File: config.mk
export PLATFORM = sky130hd
export DESIGN_NAME = alu_exec_stage
export DESIGN_NICKNAME = d
export VERILOG_FILES = /design/src/rtl/alu_exec_stage.sv
export SDC_FILE = /design/constraint.sdc
export NUM_CORES = 1
export LEC_CHECK = 0
export ABC_AREA = 1
export ABC_CLOCK_PERIOD_IN_PS = 1600
export CORE_MARGIN = 5
export CORE_UTILIZATION = 35
export DETAILED_ROUTE_END_ITERATION = 6
export PLACE_DENSITY_LB_ADDON = 0.08
export SYNTH_ARGS = -nofsm -noshare
export SYNTH_HDL_FRONTEND = slang
export SYNTH_SLANG_ARGS = --single-unit
File: constraint.sdc
create_clock -name clk -period 1.6 [get_ports clk]
set_input_delay 0.16 -clock clk [delete_from_list [all_inputs] [get_ports clk]]
set_output_delay 0.16 -clock clk [all_outputs]
set_load 0.1 [all_outputs]
File: src/rtl/alu_exec_stage.sv
`default_nettype none
// ============================================================================
// Module   : alu_exec_stage
// Purpose  : Single-entry ALU execute stage with valid/ready handshakes on
//            both sides, operand forwarding from its own result register,
//            illegal-opcode flagging, a sticky error bit and an accept counter.
// Revision : 1.0 - initial release
// ============================================================================
module alu_exec_stage #(
  parameter int WIDTH     = 15,
  parameter int OP_WIDTH  = 3,
  parameter int IDX_WIDTH = 3
) (
  input  logic                 clk,
  input  logic                 rst,
  // upstream (decode) side
  input  logic                 in_valid,
  output logic                 in_ready,
  input  logic [OP_WIDTH-1:0]  in_op,
  input  logic [IDX_WIDTH-1:0] in_rs1_idx,
  input  logic [IDX_WIDTH-1:0] in_rs2_idx,
  input  logic [IDX_WIDTH-1:0] in_rd_idx,
  input  logic [WIDTH-1:0]     in_rs1_val,
  input  logic [WIDTH-1:0]     in_rs2_val,
  input  logic                 in_use_imm,
  input  logic [WIDTH-1:0]     in_imm,
  // external combinational ALU
  output logic [OP_WIDTH-1:0]  alu_op_o,
  output logic [WIDTH-1:0]     alu_op1_o,
  output logic [WIDTH-1:0]     alu_op2_o,
  input  logic [WIDTH:0]       alu_result_i,
  // downstream (writeback) side
  output logic                 out_valid,
  input  logic                 out_ready,
  output logic [WIDTH:0]       out_result,
  output logic [IDX_WIDTH-1:0] out_rd_idx,
  output logic                 out_zero,
  output logic                 out_illegal,
  // status
  output logic                 err_sticky,
  output logic [15:0]          op_count
);

  localparam logic [OP_WIDTH-1:0] c_op_add = OP_WIDTH'(1);
  localparam logic [OP_WIDTH-1:0] c_op_sub = OP_WIDTH'(2);
  localparam logic [OP_WIDTH-1:0] c_op_and = OP_WIDTH'(3);
  localparam logic [OP_WIDTH-1:0] c_op_or  = OP_WIDTH'(4);
  localparam logic [OP_WIDTH-1:0] c_op_xor = OP_WIDTH'(5);

  logic                 r_out_valid;
  logic [WIDTH:0]       r_out_result;
  logic [IDX_WIDTH-1:0] r_out_rd_idx;
  logic                 r_out_zero;
  logic                 r_out_illegal;
  logic                 r_err_sticky;
  logic [15:0]          r_op_count;

  logic                 w_in_ready;
  logic                 w_accept;
  logic                 w_illegal;
  logic                 w_fwd1;
  logic                 w_fwd2;
  logic [WIDTH-1:0]     w_op1;
  logic [WIDTH-1:0]     w_rs2;
  logic [WIDTH-1:0]     w_op2;
  logic [WIDTH:0]       w_next_result;

  // Ready whenever the result slot is empty or being drained; never in reset.
  assign w_in_ready = !rst && (!r_out_valid || out_ready);
  assign w_accept   = in_valid && w_in_ready;

  // Opcode decode: anything outside add/sub/and/or/xor is illegal.
  always_comb begin
    w_illegal = 1'b1;
    case (in_op)
      c_op_add, c_op_sub, c_op_and, c_op_or, c_op_xor: w_illegal = 1'b0;
      default:                                         w_illegal = 1'b1;
    endcase
  end

  // Operand selection: index 0 reads zero, otherwise forward the held result
  // when its destination matches (the result is still present even while it
  // drains this cycle), otherwise use the register-file value.
  always_comb begin
    w_fwd1 = r_out_valid && (r_out_rd_idx == in_rs1_idx) && (in_rs1_idx != '0);
    w_fwd2 = r_out_valid && (r_out_rd_idx == in_rs2_idx) && (in_rs2_idx != '0);

    if (in_rs1_idx == '0)
      w_op1 = '0;
    else if (w_fwd1)
      w_op1 = r_out_result[WIDTH-1:0];
    else
      w_op1 = in_rs1_val;

    if (in_rs2_idx == '0)
      w_rs2 = '0;
    else if (w_fwd2)
      w_rs2 = r_out_result[WIDTH-1:0];
    else
      w_rs2 = in_rs2_val;

    w_op2 = in_use_imm ? in_imm : w_rs2;
  end

  // Illegal opcodes produce a forced-zero result regardless of the ALU.
  assign w_next_result = w_illegal ? '0 : alu_result_i;

  // Result register, sticky error and accept counter.
  always_ff @(posedge clk) begin
    if (rst) begin
      r_out_valid   <= 1'b0;
      r_out_result  <= '0;
      r_out_rd_idx  <= '0;
      r_out_zero    <= 1'b0;
      r_out_illegal <= 1'b0;
      r_err_sticky  <= 1'b0;
      r_op_count    <= 16'd0;
    end else if (w_accept) begin
      r_out_valid   <= 1'b1;
      r_out_result  <= w_next_result;
      r_out_rd_idx  <= in_rd_idx;
      r_out_zero    <= (w_next_result[WIDTH-1:0] == '0);
      r_out_illegal <= w_illegal;
      r_op_count    <= r_op_count + 16'd1;
      if (w_illegal)
        r_err_sticky <= 1'b1;
    end else if (r_out_valid && out_ready) begin
      r_out_valid   <= 1'b0;
    end
  end

  assign in_ready    = w_in_ready;
  assign alu_op_o    = in_op;
  assign alu_op1_o   = w_op1;
  assign alu_op2_o   = w_op2;
  assign out_valid   = r_out_valid;
  assign out_result  = r_out_result;
  assign out_rd_idx  = r_out_rd_idx;
  assign out_zero    = r_out_zero;
  assign out_illegal = r_out_illegal;
  assign err_sticky  = r_err_sticky;
  assign op_count    = r_op_count;

endmodule
`default_nettype wire

Run 1, where the registers sit:
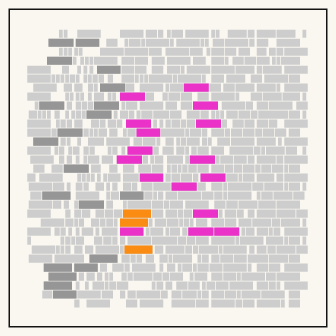
legend:
  magenta:
    signal: out_result
    sequential_cells: 16
    where: middle
  orange:
    signal: out_rd_idx
    sequential_cells: 3
not coloured: 20
sequential power: 1.08 mW
utilization after layout: 87.4%
flip-flop and latch share of the layout cell area: 13.4%

Run 1, clock distribution:
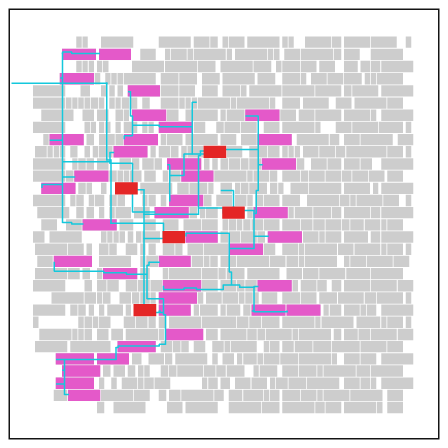
legend:
  magenta:
    item: flip-flops
    count: 39
  cyan:
    item: clock wires
    length: 524 um
  red:
    item: clock drivers
    count: 5
routed clock nets: 6
Setup Skew: 0.00589 ns
Clock Power: 0.670 mW
clk ins delay skew pair: 0.29 ns
clock share of power: 16.3%

==> results_slide.txt, run 1 <==
Key Metrics from the Run

Critical path
  • Worst setup endpoint: alu_op2_o[11]
  • Data arrival at the endpoint of the critical path: 1.87 ns
  • Critical path capture point type: output port
  • Largest delay share family, worst path: buffers and inverters
  • Register-to-register path setup slack: 0.05 ns
  • Critical path depth in cells: 9
  • Endpoint of the most critical register-to-register path: out_zero
  • Worst path cell trace: inv_4 > nand2_2 > nand3_2 > nor3_4 > buf_6 > buf_8 > a21oi_4 > o21ai_4 > buf_12
  • Worst path max stage delay: 0.38 ns

Synth
  • Main area contributors after synthesis: dfxtp_1 (30%), nand2_1 (16%), nand3_1 (11%), inv_1 (8.3%), nor2_1 (6.4%)
  • Area fraction in full adders, half adders and majority gates: 0.488%
  • Xor/xnor cell area share of the yosys netlist: 0.683%
  • Mapped cell area: 2560 sq um
  • Proportion of register bits with asynchronous set or reset after synthesis: 0%
  • Post-synthesis sequential area ratio: 30.5%
  • Count of flip-flops with a built-in enable after synthesis: 0
  • Mean instance size in the synthesized netlist: 5.92 sq um
  • Proportion of netlist area held by the largest area contributor: 30.5%
  • Post-synthesis mux area share: 0%

Final timing
  • Number of setup violations in the final report: 30
  • Share of the clock period used by the worst path: 127%
  • Final Worst Setup Slack: -0.432 ns
  • Sum of negative setup slack: -11.82 ns
  • Max Clock Freq: 492 MHz
  • Relative slew slack: 74.5%

Routing
  • Length of the first detailed-routing pass in iterations: 4
  • Wire length on met3: 1290 um
  • Post-detailed-route DRC marker count: 0
  • Top routing layer in use: met4
  • Total vias in the final route: 4003
  • Drt initial violations: 263

Clock network
  • Post-cts repair resize count: 88
  • Clock slew at reported path FFs: 0.08 ns
  • Post-CTS Hold Buffers: 0
  • Cts bufs inserted: 5

Floorplanning
  • FP Rows: 31
  • Count of inserted tapcells: 99
  • Starting density of the core: 35.7%
  • Floorplan die width: 95.6 um
  • Chip area: 9140 sq um
  • Die y size: 95.6 um

GRT
  • Total routing resource utilization after global routing: 26.4%
  • Antenna violations before repair: 0
  • GR Layer Usage met1: 27.2%
  • GRT Residual Overflow: 0
  • Met2 capacity usage during global routing: 49.1%

Layout
  • Comb area: 2210 sq um
  • Area-dominant class: non-clock buffers
  • Nets@finish: 700
  • Number of cells in the finished layout apart from fillers: 721
  • Fillcell total: 339
  • Multi-input logic portion of the cell area: 35.2%
  • Share of post-route cells with drive strength above 1: 46.9%
  • Number of antenna cells inserted: 0
  • Buffers outside the clock class: 208
  • Layout clock area frac: 1.36%
  • Clk_buf instances: 6

Worst hold path
  • Hold Startpoint: alu_result_i[2]
  • Hold depth: 3

Place
  • Post-Place Cell Area: 5520 sq um
  • Count of placed standard cells including taps: 700

Run status
  • Violated checks: negative setup slack
  • Status: finished, violations left

Power
  • Portion of total power attributed to combinational logic: 57.7%
  • Main power-consuming group: combinational logic
  • Worst ir drop on vdd: 0.430 mV
  • Post-route total power: 4.12 mW
  • Total leakage power: 2.51 nW

Job
  • Total of max-cap violations: 0
Run 1, power grid:
Pins as bars on the die edge. Tap cells in grey.
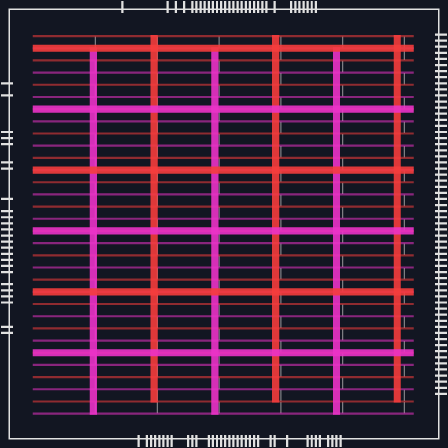
legend:
  red:
    net: VDD
  magenta:
    net: VSS
signal pins: 151
met5 straps: 6
rows: 31

==> run 2: changes to the inputs <==
--- a/constraint.sdc
+++ b/constraint.sdc
@@ -3,2 +3,2 @@
 set_output_delay 0.16 -clock clk [all_outputs]
-set_load 0.1 [all_outputs]
+set_load 0.02 [all_outputs]
Run 2, cell classes on the final placement:
The bar under the picture is 20 um long.
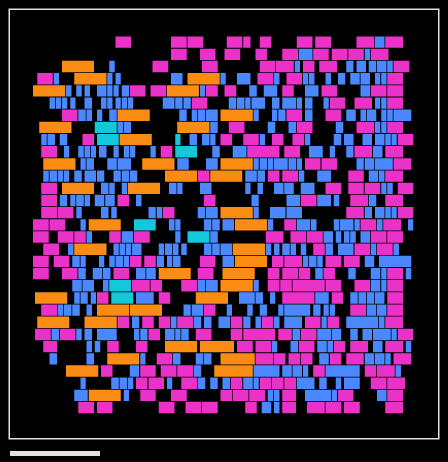
legend:
  cyan:
    class: clock drivers and dummy loads
    cells: 8
  orange:
    class: flops
    cells: 39
  magenta:
    class: other buffers and delay cells
    cells: 210
  blue:
    class: combinational and other logic
    cells: 368
utilization after layout: 69.6%
flip-flop and latch share of the layout cell area: 15.8%

Run 2, power grid:
Pins as bars on the die edge. Tap cells in grey.
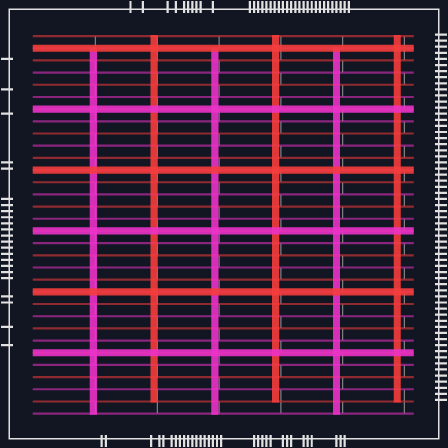
legend:
  red:
    net: VDD
  magenta:
    net: VSS
tap cells: 99
met5 straps: 6
met4 straps: 6
signal pins: 151
met1 rails: 32
die y size: 95.6 um
floorplan die width: 95.6 um
placeable core region: 7180 sq um
worst ir drop on vdd: 0.622 mV

Run 2, congestion heat map:
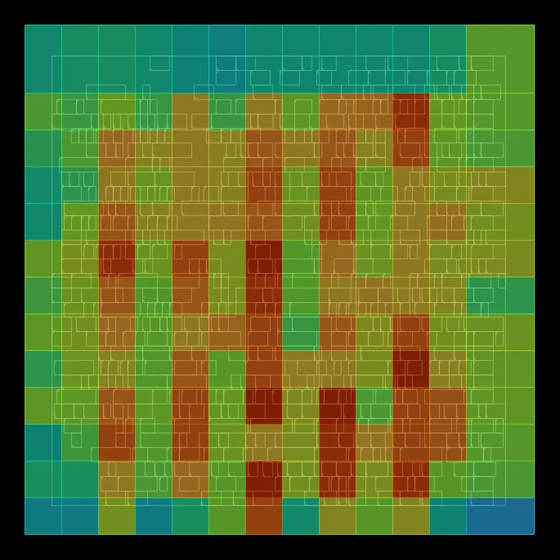
GR Layer Usage met3: 5.60%
WL/cell: 14.8 um
global routing's busiest layer: met2
GR Layer Usage met1: 25.3%
met2 capacity usage during global routing: 42.2%

==> run 2 against run 1 <==
  * The run still ends with negative setup slack left
  * Sequential power decreased by 4%
  * Cell area shrank 20%
  * Critical path depth increased by 1
  * Wire length is 27% lower
  * Worst setup slack improved by 0.087 ns
  * Via count fell by 13%
  * Fmax up 4.5%
  * Clock-buffer cell count grew 2
  * Sequential cell count is the same
  * Largest cell class unchanged
==> results_slide.txt, run 2 <==
Key Metrics from the Run

Run status
  • Status: finished, violations left
  • Violated checks: negative setup slack

Final timing
  • Endpoints failing hold: 0
  • Number of setup violations in the final report: 30 (unchanged)
  • Max Clock Freq: 514 MHz (+4.5%)
  • Relative slew slack: 82.2% (+7.8 points)
  • Setup Skew: 0.00476 ns (-0.00113 ns)
  • Unrepaired setup endpoints after global routing: yes
  • Sum of negative setup slack: -8.56 ns (+3.26 ns)
  • Final Worst Setup Slack: -0.345 ns (+0.0871 ns)
  • Share of the clock period used by the worst path: 122% (-5.4 points)

Synth
  • Main area contributors after synthesis: dfxtp_1 (30%), nand2_1 (16%), nand3_1 (11%), inv_1 (8.3%), nor2_1 (6.4%)
  • Mean instance size in the synthesized netlist: 5.92 sq um (unchanged)
  • Post-synthesis sequential area ratio: 30.5% (unchanged)
  • Mapped cell area: 2560 sq um (unchanged)
  • Proportion of netlist area held by the largest area contributor: 30.5% (unchanged)
  • Count of flip-flops with a built-in enable after synthesis: 0 (unchanged)
  • Xor/xnor cell area share of the yosys netlist: 0.683% (unchanged)
  • Post-synthesis mux area share: 0% (unchanged)
  • Total nets after synthesis: 512

Power
  • Total leakage power: 2.10 nW (-16%)
  • Post-route total power: 2.98 mW (-28%)
  • Clock share of power: 24.6% (+8.3 points)
  • Sequential power: 1.04 mW (-4%)
  • Main power-consuming group: combinational logic
  • Clock Power: 0.733 mW (+9.4%)
  • Switching part of the total: 32.3%
  • Portion of total power attributed to combinational logic: 40.6% (-17 points)

Routing
  • Total vias in the final route: 3463 (-13%)
  • Drt initial violations: 81 (-69%)
  • Top routing layer in use: met4
  • Wire length on met3: 842 um (-35%)
  • Length of the first detailed-routing pass in iterations: 4 (unchanged)
  • Post-detailed-route DRC marker count: 0 (unchanged)

Critical path
  • Worst setup endpoint: alu_op2_o[0]
  • Largest delay share family, worst path: buffers and inverters
  • Worst path cell trace: buf_6 > nand2_4 > nand2_4 > nor3_4 > buf_4 > buf_4 > nand3_1 > nand2_1 > o21ai_1 > buf_4
  • Data arrival at the endpoint of the critical path: 1.79 ns (-0.08 ns)
  • Critical path depth in cells: 10 (+1)
  • Largest fanout on the critical path: 7
  • Critical path capture point type: output port
  • Register-to-register path setup slack: 0.13 ns (+0.08 ns)
  • Endpoint of the most critical register-to-register path: op_count[7]

Worst hold path
  • Hold Startpoint: alu_result_i[15]
  • Hold depth: 3 (unchanged)
  • Worst hold path type: input port to flip-flop

Place
  • Count of placed standard cells including taps: 702 (+0.29%)
  • Post-Place Cell Area: 4540 sq um (-18%)

Floorplanning
  • FP Rows: 31 (unchanged)
  • Chip area: 9140 sq um (unchanged)
  • Count of inserted tapcells: 99 (unchanged)

Clock network
  • Clock slew at reported path FFs: 0.07 ns (about the same)
  • Clk ins delay skew pair: 0.29 ns (about the same)
  • Post-CTS Hold Buffers: 0 (unchanged)
  • Cts bufs inserted: 5 (unchanged)
  • Post-cts repair resize count: 221 (+150%)

Layout
  • Clk_buf instances: 8 (+2)
  • Share of post-route cells with drive strength above 1: 29.4% (-18 points)
  • Buffers outside the clock class: 210 (+0.96%)
  • Fillcell total: 598 (+76%)
  • Number of cells in the finished layout apart from fillers: 724 (+0.42%)
  • Nets@finish: 703 (+0.43%)
  • Area-dominant class: non-clock buffers
  • Number of antenna cells inserted: 0 (unchanged)
  • Multi-input logic portion of the cell area: 34.8% (-0.38 points)
  • Layout clock area frac: 2.00% (+0.65 points)
  • Comb area: 1740 sq um (-21%)
  • Final std cell area, no fill: 4990 sq um

GRT
  • Total routing resource utilization after global routing: 22.7% (-3.7 points)
  • GRT Residual Overflow: 0 (unchanged)
  • Antenna violations before repair: 0 (unchanged)

Job
  • Total of max-cap violations: 0 (unchanged)
==> run 3: changes to the inputs <==
- CAP_MARGIN: default -> 20
- CTS_CLUSTER_DIAMETER: default -> 150
Run 3, cell classes on the final placement:
The bar under the picture is 20 um long.
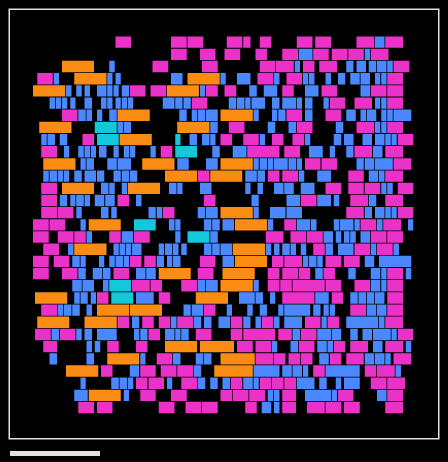
legend:
  blue:
    class: combinational and other logic
    cells: 368
  orange:
    class: flops
    cells: 39
  magenta:
    class: other buffers and delay cells
    cells: 210
  cyan:
    class: clock drivers and dummy loads
    cells: 8
final std cell area, no fill: 4990 sq um
FP Rows: 31

Run 3, power grid:
Pins as bars on the die edge. Tap cells in grey.
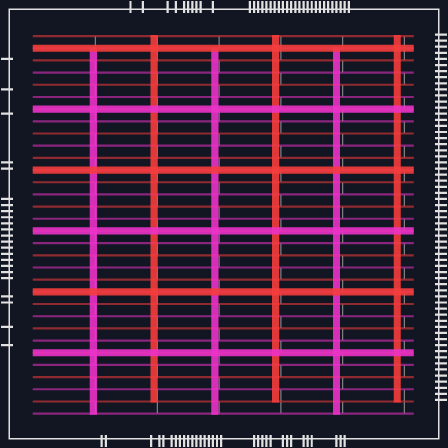
legend:
  magenta:
    net: VSS
  red:
    net: VDD
met1 rails: 32
tap cells: 99

Run 3, where the registers sit:
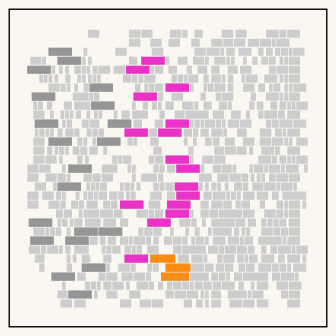
legend:
  orange:
    signal: out_rd_idx
    sequential_cells: 3
  magenta:
    signal: out_result
    sequential_cells: 16
    where: middle
not coloured: 20
Register Area: 787 sq um
sequential power: 1.04 mW

==> run 3 against run 2 <==
  * The flow still finishes with violations (negative setup slack)
  * Utilization did not move
  * Clock skew unchanged
  * Die area unchanged
  * Non-clock buffer count unchanged
  * Largest power group unchanged
  * Clock power about the same
  * Total power stayed put
  * Synthesized cell count unchanged
  * Area after synthesis is the same
  * Critical path depth unchanged
  * Via count is the same
  * Sequential power barely moved
==> results_slide.txt, run 3 <==
Key Metrics from the Run

Run status
  • Status: finished, violations left
  • Violated checks: negative setup slack

Synth
  • Total nets after synthesis: 512 (unchanged)
  • Post-synthesis sequential area ratio: 30.5% (unchanged)
  • Mean instance size in the synthesized netlist: 5.92 sq um (unchanged)
  • Proportion of netlist area held by the largest area contributor: 30.5% (unchanged)
  • Mapped cell area: 2560 sq um (unchanged)
  • Proportion of register bits with asynchronous set or reset after synthesis: 0%
  • Yosys warning count: 0
  • Xor/xnor cell area share of the yosys netlist: 0.683% (unchanged)
  • Number of cells in Yosys stat: 433
  • Count of flip-flops with a built-in enable after synthesis: 0 (unchanged)
  • Synth top cells by count: nand2_1 (111), inv_1 (57), nand3_1 (56)
  • Main area contributors after synthesis: dfxtp_1 (30%), nand2_1 (16%), nand3_1 (11%), inv_1 (8.3%), nor2_1 (6.4%)
  • Cell type with the highest aggregate area in the netlist: dfxtp_1
  • Distinct lib cells used: 24
  • Post-synthesis mux area share: 0% (unchanged)

GRT
  • GR Layer Usage met1: 25.3% (unchanged)
  • Global routing's busiest layer: met2
  • Met2 capacity usage during global routing: 42.2% (unchanged)
  • Total routing resource utilization after global routing: 22.7% (unchanged)
  • Antenna violations before repair: 0 (unchanged)
  • GRT Residual Overflow: 0 (unchanged)
  • GR Layer Usage met3: 5.60% (unchanged)

Layout
  • Fillcell total: 598 (unchanged)
  • Comb area: 1740 sq um (unchanged)
  • Share of post-route cells with drive strength above 1: 29.4% (unchanged)
  • Layout clock area frac: 2.00% (unchanged)
  • Multi-input logic portion of the cell area: 34.8% (unchanged)
  • Buffers outside the clock class: 210 (unchanged)
  • Inverter count: 59
  • Area growth from synthesis to layout: 94.8%
  • Clk_buf instances: 8 (unchanged)
  • Number of cells in the finished layout apart from fillers: 724 (unchanged)
  • Number of antenna cells inserted: 0 (unchanged)
  • Utilization after layout: 69.6% (unchanged)
  • Nets@finish: 703 (unchanged)
  • Area-dominant class: non-clock buffers
  • Flip-flop and latch share of the layout cell area: 15.8% (unchanged)
  • Most instantiated logic cells after routing: clkdlybuf4s50_1 (115), nand2_1 (67), buf_4 (58)

Floorplanning
  • Chip area: 9140 sq um (unchanged)
  • Die y size: 95.6 um (unchanged)
  • Placeable core region: 7180 sq um (unchanged)
  • Boundary pin count: 151
  • Floorplan die width: 95.6 um (unchanged)
  • Count of inserted tapcells: 99 (unchanged)

Place
  • Final RePlAce weighted congestion: 0.833
  • Count of placed standard cells including taps: 702 (unchanged)
  • Post-Place Cell Area: 4540 sq um (unchanged)

Routing
  • Length of the first detailed-routing pass in iterations: 4 (unchanged)
  • Via-per-instance ratio: 4.78
  • Number of nets still failing antenna checks after routing: 0
  • WL/cell: 14.8 um (unchanged)
  • Top routing layer in use: met4
  • Wire length on met3: 842 um (unchanged)
  • Total vias in the final route: 3463 (unchanged)
  • Drt initial violations: 81 (unchanged)
  • Post-detailed-route DRC marker count: 0 (unchanged)

Final timing
  • Shortest clock period the worst path allows after layout: 1.95 ns
  • Transition time of the tightest slew-check pin: 0.265 ns
  • Max Clock Freq: 514 MHz (unchanged)
  • Sum of negative setup slack: -8.56 ns (unchanged)
  • Final Worst Setup Slack: -0.345 ns (unchanged)
  • Number of setup violations in the final report: 30 (unchanged)
  • Endpoints failing hold: 0 (unchanged)
  • Unrepaired setup endpoints after global routing: yes
  • Setup Skew: 0.00476 ns (unchanged)
  • Relative slew slack: 82.2% (unchanged)
  • Share of the clock period used by the worst path: 122% (unchanged)

Worst hold path
  • Hold Startpoint: alu_result_i[15]
  • Worst hold path type: input port to flip-flop
  • Endpoint, Worst Hold: out_result[15]
  • Hold depth: 3 (unchanged)

Power
  • Combinational-cell power consumption: 1.21 mW
  • Clock share of power: 24.6% (about the same)
  • Portion of total power attributed to combinational logic: 40.6% (about the same)
  • Internal Pwr Total: 2.02 mW
  • Main power-consuming group: combinational logic
  • Worst ir drop on vdd: 0.622 mV (unchanged)
  • Total leakage power: 2.10 nW (unchanged)
  • Clock Power: 0.733 mW (about the same)
  • Switching part of the total: 32.3% (unchanged)
  • Post-route total power: 2.98 mW (unchanged)

Critical path
  • Critical path capture point type: output port
  • Critical path depth in cells: 10 (unchanged)
  • Endpoint of the most critical register-to-register path: op_count[7]
  • Crit-path most repeated cell: buf_4
  • Largest fanout on the critical path: 7 (unchanged)
  • Kind of critical path: flip-flop to output port
  • Cell type of the slowest stage on the worst timing path: dfxtp_2
  • Register-to-register path setup slack: 0.13 ns (about the same)
  • Worst setup endpoint: alu_op2_o[0]
  • Largest delay share family, worst path: buffers and inverters
  • Data arrival at the endpoint of the critical path: 1.79 ns (about the same)
  • Worst path cell trace: buf_6 > nand2_4 > nand2_4 > nor3_4 > buf_4 > buf_4 > nand3_1 > nand2_1 > o21ai_1 > buf_4

Clock network
  • Post-cts repair resize count: 221 (unchanged)
  • Sinks on the clock net: 39
  • Post-CTS Hold Buffers: 0 (unchanged)
  • Cts bufs inserted: 5 (unchanged)
  • Number of levels in the clock H-tree: 2
  • Clock slew at reported path FFs: 0.07 ns (about the same)
  • Clock Path Buffers: 2
  • Clk ins delay skew pair: 0.29 ns (about the same)

Job
  • Total of max-cap violations: 0 (unchanged)
  • OpenROAD warnings: 28
Power is estimated from default activity; no workload was simulated.
